detail.png
Region (114, 114) to (134, 134) µm. Cells in grey, sequential cells in the stronger grey; small squares are vias.
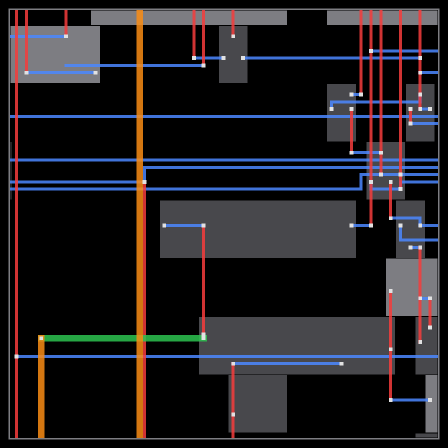
io_fan.png
Drawn at 2 px/µm.
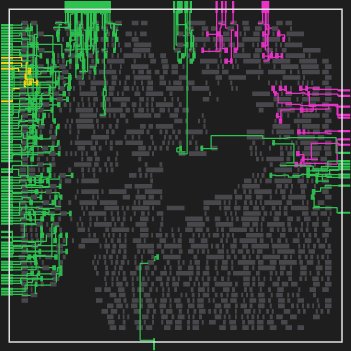
--- src/rtl/adder_share_sched.sv ---
// adder_share_sched: round-robin scheduler time-sharing one external adder for narrow and wide add/sub.
module adder_share_sched #(
  parameter int NUM_REQ = 4,
  parameter int WIDTH = 16,
  parameter int ID_W = 2
) (
  input  logic                       clk,
  input  logic                       reset_n,
  input  logic [NUM_REQ-1:0]         req_valid,
  output logic [NUM_REQ-1:0]         req_ready,
  input  logic [NUM_REQ-1:0]         req_wide,
  input  logic [NUM_REQ-1:0]         req_sub,
  input  logic [NUM_REQ*2*WIDTH-1:0] req_a,
  input  logic [NUM_REQ*2*WIDTH-1:0] req_b,
  output logic [WIDTH-1:0]           add_a,
  output logic [WIDTH-1:0]           add_b,
  output logic                       add_cin,
  input  logic [WIDTH-1:0]           add_sum,
  input  logic                       add_cout,
  input  logic                       add_zero,
  output logic                       rsp_valid,
  input  logic                       rsp_ready,
  output logic [ID_W-1:0]            rsp_id,
  output logic [2*WIDTH-1:0]         rsp_result,
  output logic                       rsp_carry,
  output logic                       rsp_zero
);
  typedef enum logic [1:0] {IDLE, EXEC_LO, EXEC_HI, RESP} state_t;
  state_t state, state_nx;
  logic [ID_W-1:0] rr_ptr, gnt;
  logic found, sel_wide, sel_sub;
  logic [2*NUM_REQ-1:0] rot;
  logic [2*WIDTH-1:0] a_q, b_q, sel_a, sel_b;
  logic wide_q, sub_q;
  int t;
  always_comb begin
    found = 1'b0;
    gnt = '0;
    t = 0;
    rot = {req_valid, req_valid} >> rr_ptr;
    for (int k = 0; k < NUM_REQ; k++) begin
      if (!found && rot[k]) begin
        found = 1'b1;
        t = int'(rr_ptr) + k;
        t = t >= NUM_REQ ? t - NUM_REQ : t;
        gnt = ID_W'(t);
      end
    end
  end
  always_comb begin
    sel_a = '0;
    sel_b = '0;
    sel_wide = 1'b0;
    sel_sub = 1'b0;
    for (int i = 0; i < NUM_REQ; i++) begin
      if (ID_W'(i) == gnt) begin
        sel_a = req_a[i*2*WIDTH +: 2*WIDTH];
        sel_b = req_b[i*2*WIDTH +: 2*WIDTH];
        sel_wide = req_wide[i];
        sel_sub = req_sub[i];
      end
    end
  end
  // req_ready is gated by reset so nothing looks accepted while the block is held in reset
  always_comb begin
    req_ready = (reset_n && state == IDLE && found) ? NUM_REQ'(1) << gnt : '0;
    rsp_valid = state == RESP;
    add_a = state == EXEC_LO ? a_q[WIDTH-1:0] : state == EXEC_HI ? a_q[2*WIDTH-1:WIDTH] : '0;
    add_b = state == EXEC_LO ? b_q[WIDTH-1:0] ^ {WIDTH{sub_q}} :
            state == EXEC_HI ? b_q[2*WIDTH-1:WIDTH] ^ {WIDTH{sub_q}} : '0;
    add_cin = state == EXEC_LO ? sub_q : (state == EXEC_HI) & rsp_carry;
    state_nx = state == IDLE ? (found ? EXEC_LO : IDLE) :
               state == EXEC_LO ? (wide_q ? EXEC_HI : RESP) :
               state == EXEC_HI ? RESP : (rsp_ready ? IDLE : RESP);
  end
  // rsp_carry doubles as the carry latched between the low and high passes
  always_ff @(posedge clk or negedge reset_n) begin
    if (!reset_n) begin
      state <= IDLE;
      rr_ptr <= '0;
      a_q <= '0;
      b_q <= '0;
      wide_q <= 1'b0;
      sub_q <= 1'b0;
      rsp_id <= '0;
      rsp_result <= '0;
      rsp_carry <= 1'b0;
      rsp_zero <= 1'b0;
    end else begin
      state <= state_nx;
      if (state == IDLE && found) begin
        a_q <= sel_a;
        b_q <= sel_b;
        wide_q <= sel_wide;
        sub_q <= sel_sub;
        rsp_id <= gnt;
        rr_ptr <= gnt == ID_W'(NUM_REQ - 1) ? '0 : gnt + 1'b1;
      end
      if (state == EXEC_LO) begin
        rsp_result <= {{WIDTH{1'b0}}, add_sum};
        rsp_carry <= add_cout;
        rsp_zero <= add_zero;
      end
      if (state == EXEC_HI) begin
        rsp_result[2*WIDTH-1:WIDTH] <= add_sum;
        rsp_carry <= add_cout;
        rsp_zero <= rsp_zero & add_zero;
      end
    end
  end
endmodule

--- config.mk ---
export PLATFORM = sky130hd
export DESIGN_NAME = adder_share_sched
export DESIGN_NICKNAME = d
export VERILOG_FILES = /design/src/rtl/adder_share_sched.sv
export SDC_FILE = /design/constraint.sdc
export NUM_CORES = 1
export LEC_CHECK = 0
export ABC_AREA = 1
export CELL_PAD_IN_SITES_DETAIL_PLACEMENT = 1
export CELL_PAD_IN_SITES_GLOBAL_PLACEMENT = 1
export CORE_MARGIN = 4
export CORE_UTILIZATION = 29
export CTS_CLUSTER_DIAMETER = 30
export DETAILED_ROUTE_END_ITERATION = 12
export GPL_ROUTABILITY_DRIVEN = 0
export GPL_TIMING_DRIVEN = 0
export PLACE_DENSITY = 0.91
export SYNTH_ARGS = -nofsm -noshare
export SYNTH_HDL_FRONTEND = slang
export SYNTH_SLANG_ARGS = --single-unit
--- constraint.sdc ---
create_clock -name clk -period 8.8 [get_ports clk]
set_input_delay 2.2 -clock clk [delete_from_list [all_inputs] [get_ports clk]]
set_output_delay 2.2 -clock clk [all_outputs]
set_load 0.03 [all_outputs]
==> results.py <==
# Flow results
metrics = {
    "clock_tree": {
        "cts_buffers": 9,
        "cts_sinks": 106,
        "cts_resized": 0,
        "clockBufferDepth": 2,
    },
    "worst_setup_path": {
        "crit_required_ns": 6.60,
        "criticalPathCategory": "primary input to primary output",
        "path_buffers": 8,
        "cp-startpoint": "req_valid[0]",
    },
    "status": {
        "status": "finished clean",
    },
    "floorplanning": {
        "dieArea_um2": 27400,
        "fp_util": 0.295,
        "num_rows": 57,
    },
    "synthesis": {
        "synth_area_um2": 7210,
        "syn_area_per_cell_um2": 6.78,
    },
    "final_timing": {
        "max-slew-margin-rel": 0.455,
        "hold_violations": 0,
    },
    "cells_and_area": {
        "instances_no_fill": 1767,
    },
    "power": {
        "max-vdd-ir-drop_mv": 0.232,
    },
    "global_routing": {
        "use_met3": 0.0405,
        "grt_pass1_wl_mm": 52.7,
    },
    "worst_hold_path": {
        "hold_end": "rsp_result[3]$_DFFE_PN0P_",
    },
}
## Picture notes: detail.png
legend:
  metal 2:
    colour: red
  metal 3:
    colour: green
  metal 4:
    colour: orange
  metal 1:
    colour: blue
sequential cells in the window: 0
cells with their middle in the window: 9
most frequent: nand2_1 (5), clkbuf_16 (2)

## Picture notes: io_fan.png
legend:
  req_wide:
    colour: yellow
    bits: 4
    direction: input
    edge: west
    end_cells: 4
    buffers: 4
    wire: 60.4 µm
  req_b:
    colour: green
    bits: 128
    direction: input
    edge: 86 west, 32 north, 9 east, 1 south
    end_cells: 128
    buffers: 128
    wire: 3270 µm
  add_sum:
    colour: magenta
    bits: 16
    direction: input
    edge: 8 east, 8 north
    end_cells: 32
    buffers: 16
    wire: 530 µm

-- cell usage after synthesis --
master / n / share of area
o31ai_1: 16 / 0.017
nand2_2: 26 / 0.023
ha_1: 8 / 0.014
buf_2: 18 / 0.013
nand4_4: 1 / 0.0030
inv_1: 52 / 0.027
nand2_4: 2 / 0.0031
o21ai_2: 23 / 0.028
nor2_2: 1 / 0.00087
o21ai_0: 140 / 0.097
buf_4: 2 / 0.0021
inv_4: 2 / 0.0017
nand3_2: 1 / 0.0014
dfrtp_1: 106 / 0.37
o21ai_1: 33 / 0.023
clkbuf_1: 46 / 0.024
nand4_1: 3 / 0.0026
buf_8: 1 / 0.0021
nand3_1: 25 / 0.017
xnor2_1: 17 / 0.021
nand2_1: 407 / 0.21
clkinv_1: 3 / 0.0016
inv_2: 4 / 0.0021
buf_6: 10 / 0.016
a21oi_1: 85 / 0.059
o22ai_1: 17 / 0.015
buf_1: 4 / 0.0021
nor2_1: 10 / 0.0052
-- cell families after synthesis --
group                    after synthesis  share of synthesized area
flip-flops                           106                      0.368
AND/OR/NAND/NOR                      476                      0.268
XOR/XNOR                              17                     0.0207
AND-OR/OR-AND                        314                      0.239
buffers and inverters                142                     0.0908
adder cells (fa/ha/maj)                8                     0.0139
-- area by class of cell --
| type | count | area [µm²] |
|---|---|---|
| Multi-Input combinational cell | 815 | 3900 |
| Clock buffer | 9 | 225 |
| Buffer | 81 | 420 |
| Timing Repair Buffer | 363 | 3650 |
| Tap cell | 324 | 405 |
| Sequential cell | 106 | 2650 |
| Inverter | 61 | 234 |
| Fill cell | 3090 | 12800 |
| Clock inverter | 7 | 70.1 |
| Antenna cell | 1 | 2.50 |
-- tightest hold or removal path, stage by stage (launching register included) --
cell	delay, ns
dfrtp_1	0.35
nand2_1	0.05
nand2_1	0.05
Power and IR drop assume default switching activity.
